**src/rtl/alu_cmd_issuer_if.sv**
```systemverilog
// ---------------------------------------------------------------------------
// alu_cmd_issuer_if
// Groups the command and result handshakes of alu_cmd_issuer.
//   cmd_valid/cmd_ready : command handshake, payload cmd_op/cmd_a/cmd_b
//   res_valid/res_ready : result handshake, payload res_data/res_cout/res_op
// Modports:
//   slave  : the issuer (accepts commands, produces results)
//   master : the environment (produces commands, consumes results)
// ---------------------------------------------------------------------------
`timescale 1ns/1ps
interface alu_cmd_issuer_if;
   logic       cmd_valid;
   logic       cmd_ready;
   logic [1:0] cmd_op;
   logic [3:0] cmd_a;
   logic [3:0] cmd_b;
   logic       res_valid;
   logic       res_ready;
   logic [3:0] res_data;
   logic       res_cout;
   logic [1:0] res_op;

   modport slave (
      input  cmd_valid, cmd_op, cmd_a, cmd_b, res_ready,
      output cmd_ready, res_valid, res_data, res_cout, res_op
   );

   modport master (
      output cmd_valid, cmd_op, cmd_a, cmd_b, res_ready,
      input  cmd_ready, res_valid, res_data, res_cout, res_op
   );
endinterface

```
**src/rtl/alu_cmd_issuer.sv**
```systemverilog
// ---------------------------------------------------------------------------
// alu_cmd_issuer
// Command front-end and result stage wrapped around a combinational 4-bit
// ALU (op 00 add, 01 sub, 10 compare, 11 AND). Commands are buffered in a
// DEPTH-entry FIFO, the head entry drives the ALU, and the ALU output is
// captured into a single-entry result register with its own handshake.
// Ports:
//   clk, rst_n       : clock (rising edge), asynchronous active-low reset
//   bus (slave)      : command and result handshakes
//   alu_a/alu_b/alu_s: operands and op selector driven to the ALU
//   alu_out/alu_cout : ALU result and carry
//   count            : FIFO occupancy (0..DEPTH)
// ---------------------------------------------------------------------------
`timescale 1ns/1ps
module alu_cmd_issuer #(
   parameter  int DEPTH = 4,
   localparam int PTR_W = $clog2(DEPTH)
) (
   input  logic               clk,
   input  logic               rst_n,
   alu_cmd_issuer_if.slave    bus,
   output logic [3:0]         alu_a,
   output logic [3:0]         alu_b,
   output logic [1:0]         alu_s,
   input  logic [3:0]         alu_out,
   input  logic               alu_cout,
   output logic [PTR_W:0]     count
);

   localparam logic [PTR_W:0]   FULL_CNT = (PTR_W+1)'(DEPTH);
   localparam logic [PTR_W-1:0] PTR_ONE  = PTR_W'(1);

   // Entry layout: {op[1:0], a[3:0], b[3:0]}
   logic [9:0]       mem_q [DEPTH];

   logic [PTR_W-1:0] wr_ptr_q, wr_ptr_d;
   logic [PTR_W-1:0] rd_ptr_q, rd_ptr_d;
   logic [PTR_W:0]   count_q,  count_d;
   logic             res_valid_q, res_valid_d;
   logic [3:0]       res_data_q,  res_data_d;
   logic             res_cout_q,  res_cout_d;
   logic [1:0]       res_op_q,    res_op_d;

   logic             fifo_empty;
   logic             fifo_full;
   logic             push;
   logic             issue;
   logic [9:0]       head_word;

   always_comb begin
      fifo_empty = (count_q == '0);
      fifo_full  = (count_q == FULL_CNT);
      push       = bus.cmd_valid & ~fifo_full;
      // The slot may be refilled while its current result is being taken.
      issue      = ~fifo_empty & (~res_valid_q | bus.res_ready);
      head_word  = mem_q[rd_ptr_q];

      // An empty FIFO drives a quiet AND of zeros.
      if (fifo_empty) begin
         alu_a = 4'd0;
         alu_b = 4'd0;
         alu_s = 2'b11;
      end else begin
         alu_s = head_word[9:8];
         alu_a = head_word[7:4];
         alu_b = head_word[3:0];
      end
   end

   always_comb begin
      wr_ptr_d = push  ? wr_ptr_q + PTR_ONE : wr_ptr_q;
      rd_ptr_d = issue ? rd_ptr_q + PTR_ONE : rd_ptr_q;

      count_d = count_q;
      if (push && !issue) begin
         count_d = count_q + 1'b1;
      end else if (issue && !push) begin
         count_d = count_q - 1'b1;
      end

      res_valid_d = res_valid_q;
      res_data_d  = res_data_q;
      res_cout_d  = res_cout_q;
      res_op_d    = res_op_q;
      if (issue) begin
         res_valid_d = 1'b1;
         res_data_d  = alu_out;
         // Carry is only meaningful for add/sub.
         res_cout_d  = alu_s[1] ? 1'b0 : alu_cout;
         res_op_d    = alu_s;
      end else if (res_valid_q && bus.res_ready) begin
         res_valid_d = 1'b0;
      end
   end

   always_ff @(posedge clk or negedge rst_n) begin
      if (!rst_n) begin
         wr_ptr_q    <= '0;
         rd_ptr_q    <= '0;
         count_q     <= '0;
         res_valid_q <= 1'b0;
         res_data_q  <= 4'd0;
         res_cout_q  <= 1'b0;
         res_op_q    <= 2'b00;
      end else begin
         wr_ptr_q    <= wr_ptr_d;
         rd_ptr_q    <= rd_ptr_d;
         count_q     <= count_d;
         res_valid_q <= res_valid_d;
         res_data_q  <= res_data_d;
         res_cout_q  <= res_cout_d;
         res_op_q    <= res_op_d;
      end
   end

   // Storage needs no reset: occupancy alone decides which entries are live.
   always_ff @(posedge clk) begin
      if (push) begin
         mem_q[wr_ptr_q] <= {bus.cmd_op, bus.cmd_a, bus.cmd_b};
      end
   end

   assign bus.cmd_ready = ~fifo_full;
   assign bus.res_valid = res_valid_q;
   assign bus.res_data  = res_data_q;
   assign bus.res_cout  = res_cout_q;
   assign bus.res_op    = res_op_q;
   assign count         = count_q;

endmodule

```
**src/flat_wrapper.sv**
```systemverilog
// flat-port wrapper written by rule: the top's interface ports become plain ports
module alu_cmd_issuer_flat 
#(
   parameter  int DEPTH = 4,
   localparam int PTR_W = $clog2(DEPTH)
)
  (clk, rst_n, alu_a, alu_b, alu_s, alu_out, alu_cout, count, bus_cmd_valid, bus_cmd_op, bus_cmd_a, bus_cmd_b, bus_res_ready, bus_cmd_ready, bus_res_valid, bus_res_data, bus_res_cout, bus_res_op);
  alu_cmd_issuer_if bus_i ();
  input  logic clk;
  input  logic rst_n;
  output logic [3:0] alu_a;
  output logic [3:0] alu_b;
  output logic [1:0] alu_s;
  input  logic [3:0] alu_out;
  input  logic alu_cout;
  output logic [PTR_W:0] count;
  input wire logic [$bits(bus_i.cmd_valid)-1:0] bus_cmd_valid;
  input wire logic [$bits(bus_i.cmd_op)-1:0] bus_cmd_op;
  input wire logic [$bits(bus_i.cmd_a)-1:0] bus_cmd_a;
  input wire logic [$bits(bus_i.cmd_b)-1:0] bus_cmd_b;
  input wire logic [$bits(bus_i.res_ready)-1:0] bus_res_ready;
  output wire logic [$bits(bus_i.cmd_ready)-1:0] bus_cmd_ready;
  output wire logic [$bits(bus_i.res_valid)-1:0] bus_res_valid;
  output wire logic [$bits(bus_i.res_data)-1:0] bus_res_data;
  output wire logic [$bits(bus_i.res_cout)-1:0] bus_res_cout;
  output wire logic [$bits(bus_i.res_op)-1:0] bus_res_op;
  assign bus_i.cmd_valid = bus_cmd_valid;
  assign bus_i.cmd_op = bus_cmd_op;
  assign bus_i.cmd_a = bus_cmd_a;
  assign bus_i.cmd_b = bus_cmd_b;
  assign bus_i.res_ready = bus_res_ready;
  assign bus_cmd_ready = bus_i.cmd_ready;
  assign bus_res_valid = bus_i.res_valid;
  assign bus_res_data = bus_i.res_data;
  assign bus_res_cout = bus_i.res_cout;
  assign bus_res_op = bus_i.res_op;
  alu_cmd_issuer #(.DEPTH(DEPTH)) u_core (.clk(clk), .rst_n(rst_n), .bus(bus_i), .alu_a(alu_a), .alu_b(alu_b), .alu_s(alu_s), .alu_out(alu_out), .alu_cout(alu_cout), .count(count));
endmodule
```
**config.mk**
```make
export PLATFORM = sky130hd
export DESIGN_NAME = alu_cmd_issuer_flat
export DESIGN_NICKNAME = d
export VERILOG_FILES = /design/src/rtl/alu_cmd_issuer_if.sv /design/src/rtl/alu_cmd_issuer.sv /design/src/flat_wrapper.sv
export SDC_FILE = /design/constraint.sdc
export NUM_CORES = 1
export LEC_CHECK = 0
export CAP_MARGIN = 20
export CORE_MARGIN = 2
export CORE_UTILIZATION = 30
export DETAILED_ROUTE_END_ITERATION = 10
export PLACE_DENSITY = 0.59
export SYNTH_ARGS = -nofsm -noshare
export SYNTH_HDL_FRONTEND = slang
export SYNTH_SLANG_ARGS = --single-unit
export TNS_END_PERCENT = 1
```
**constraint.sdc**
```tcl
create_clock -name clk -period 1.9 [get_ports clk]
set_input_delay 0.19 -clock clk [delete_from_list [all_inputs] [get_ports clk]]
set_output_delay 0.19 -clock clk [all_outputs]
set_load 0.005 [all_outputs]
```
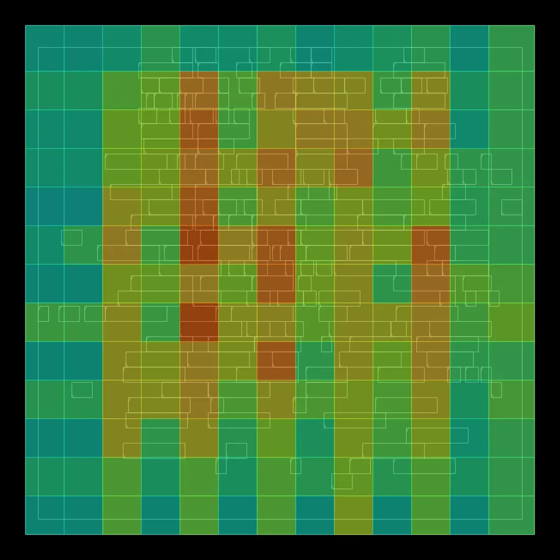
*Routing congestion map*
combined global-route utilization of all metal layers: 11.2%
wire per inst: 15.1 microns
global-route layer with the greatest usage: met2
post-route core utilization: 42.8%

==> run notes <==
Flow results follow.

For this configuration, the core starts out at a cell density of a little under a third. The number of cell rows is 31. The slew at the pin with the worst max-slew slack is 671 ps. The clock reaches the later pin of the worst-skew pair after 300 ps. The kind of end point of the critical path is a primary output. The smallest setup slack after layout is -77.5 ps. The type recorded for the worst min-delay path is input port to async pin. The setup slack of the most critical reg-to-reg path is 30 ps. The initial antenna violation count is 0. The logs give a warning total of 32. Per the final layout report, the fraction of cells sized above drive strength 1 comes to a little under two fifths.

The cell count listed in synth_stat.txt is approximately 120. The checks that failed: negative setup slack. The number of antenna diodes in the final layout is 0. The required time at the worst-slack endpoint is 1710 ps. Entering global routing, the biggest net connects 17 pins. The clock tree from TritonCTS is built. TritonRoute reported its final design rule violation total as 0. The capturing point of the worst reg2reg path is u_core.count[2].

The first global-routing pass estimated 7130 microns of wire. Measured against its own limit, the worst slew margin works out to 55.1%. The number of buffers created by CTS is 5. The critical path in this run is classified as flop to primary output. The number of iterations in the first detailed-routing pass is 4. The power per unit of standard cell area is 1520 nW/um^2. The final standard cell count with taps included and fillers excluded is 285. In the placement report, post-DP HPWL is listed as 3150 microns. Sequential cells burn 39.0% of the power. The via count is 1211.

The clock share of power is 15.3%. The part of the Yosys area used for sequential elements is 69.5%. The share of the clock period used by the worst path is 104%. The internal power summed over all cells is 3390 uW. The width of the die is 91.0 microns. Summed over all layers, the global routing overflow is 0. During synthesis, Yosys emitted a total of 0 warnings. Ranked by power, first place goes to combinational cells. Counting distinct cell types in the post-synthesis netlist gives 23.

The level count of the clock H-tree is 2. The net switching fraction of the power is roughly 29%. The netlist area before placement is 2270 sq um. In this run, synthesis inferred 40 flip-flops with an integrated enable.

The final timing report lists a hold violation count of 0. For the worst setup path, the data arrival time is between 1500 and 2000 ps. The end-of-flow timing check tallies setup violations at 2.

The maximum fanout encountered on the critical timing path is 4. Looking at the worst setup and hold paths, the clock pins of their registers show a slew of 90 ps. The clock network power is roughly 730 uW. Synthesis produced 118 cells. The run finished, with violations left.
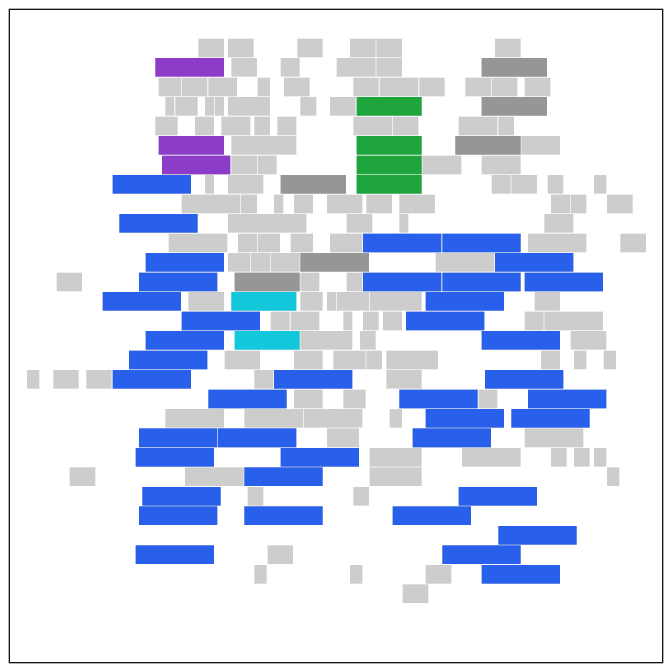
*Sequential cells grouped by signal name*
Other sequential cells in the stronger grey, the rest of the logic in the fainter grey.
legend:
  blue:
    signal: u_core.mem_q
    placed_flops: 40
  cyan:
    signal: u_core.wr_ptr_q
    placed_flops: 2
  purple:
    signal: u_core.count
    placed_flops: 3
  green:
    signal: u_core.bus.res_data
    placed_flops: 4
    where: north
not coloured: 6

-- worst max-delay path: stages (launching register included) --
cell and delay [ps]:
dfrtp_2 440, buf_12 130, buf_6 90, mux4_2 500, or2_1 220, buf_2 120
-- sequential cells by signal, summed over array words and instances (netlist names) --
register              cells
u_core.rd_ptr_q           2
u_core.count              3
u_core.wr_ptr_q           2
u_core.bus.res_cout       1
u_core.bus.res_data       4
u_core.bus.res_op         2
u_core.mem_q             40
u_core.bus.res_valid      1
-- per-stage QoR --
step	setup TNS (ps)	area (sq um)	total power, uW	worst slack (ps)
after global placement	-285	2970	3960	-153
after floorplan	-29.2	2290	2900	-28.5
after CTS	-785	3160	4880	-118
after detailed placement	-451	2970	4040	-245
final	-136	3120	4750	-77.5
after global routing	-724	3120	5070	-156
-- cell usage in the layout (no fill, tap or decap), types with 2 or more instances in the layout --
master / count
and2_1: 4
buf_12: 5
buf_4: 15
buf_6: 4
clkbuf_2: 8
clkbuf_8: 5
clkdlybuf4s50_1: 30
dfrtp_1: 12
dfrtp_2: 3
edfxtp_1: 40
ha_1: 4
inv_1: 2
mux2_4: 7
mux4_2: 10
nand2_1: 2
nor2_1: 2
nor2b_1: 6
nor2b_2: 2
nor2b_4: 2
or2_1: 2
xnor2_1: 3
xor2_1: 3
-- cells in the mapped netlist, types with 3 or more instances --
master    instances  area share, %
and2_1            4            1.1
dfrtp_1          15             17
edfxtp_1         40             53
ha_1              5            2.8
inv_1             4           0.66
mux2_4            7            4.6
mux4_2           10            9.9
nor2b_1           9            2.5
xnor2_1           3            1.2
xor2_1            3            1.2
-- repair_timing --
item / CTS / global route
gates resized: 30 / 10
endpoints found under the setup margin: 12 / 12
pin swaps: 1 / 2
buffers inserted: 6 / 0
-- worst max-delay path by stage --
stage / startpoint / end / slack, ps
after global placement: bus_res_ready / u_core.count[1] / -150
after CTS: u_core.rd_ptr_q[0] / alu_s[1] / -120
after global routing: u_core.rd_ptr_q[0] / alu_s[1] / -160
after floorplan: u_core.count[0] / u_core.count[2] / -30
after detailed placement: bus_res_ready / u_core.count[1] / -250
final: u_core.rd_ptr_q[0] / alu_s[1] / -80
-- cell type report --
class / instances / area, sq um / share of cell area, %
Clock buffer: 5 / 68.8 / 2.20
Clock inverter: 3 / 38.8 / 1.24
Inverter: 4 / 17.5 / 0.561
Multi-Input combinational cell: 55 / 679 / 21.8
Sequential cell: 55 / 1580 / 50.6
Tap cell: 99 / 124 / 3.97
Timing Repair Buffer: 64 / 613 / 19.6
-- cell families after synthesis --
group	after synthesis	synth area share, %
AND-OR/OR-AND	1	0.496
XOR/XNOR	6	2.32
adder cells (fa/ha/maj)	6	3.64
buffers and inverters	8	2.09
flip-flops	55	69.5
multiplexers	19	15.5
AND/OR/NAND/NOR	23	6.45
-- metal layers --
layer	global-route usage (%)	share of wire, %	up-vias
met5	0	0	-
met1	13.1	40	614
li1	-	-	571
met4	2.65	1.2	0
met2	20.9	56	21
met3	2.16	2.8	5
Power is estimated from default activity; no workload was simulated.
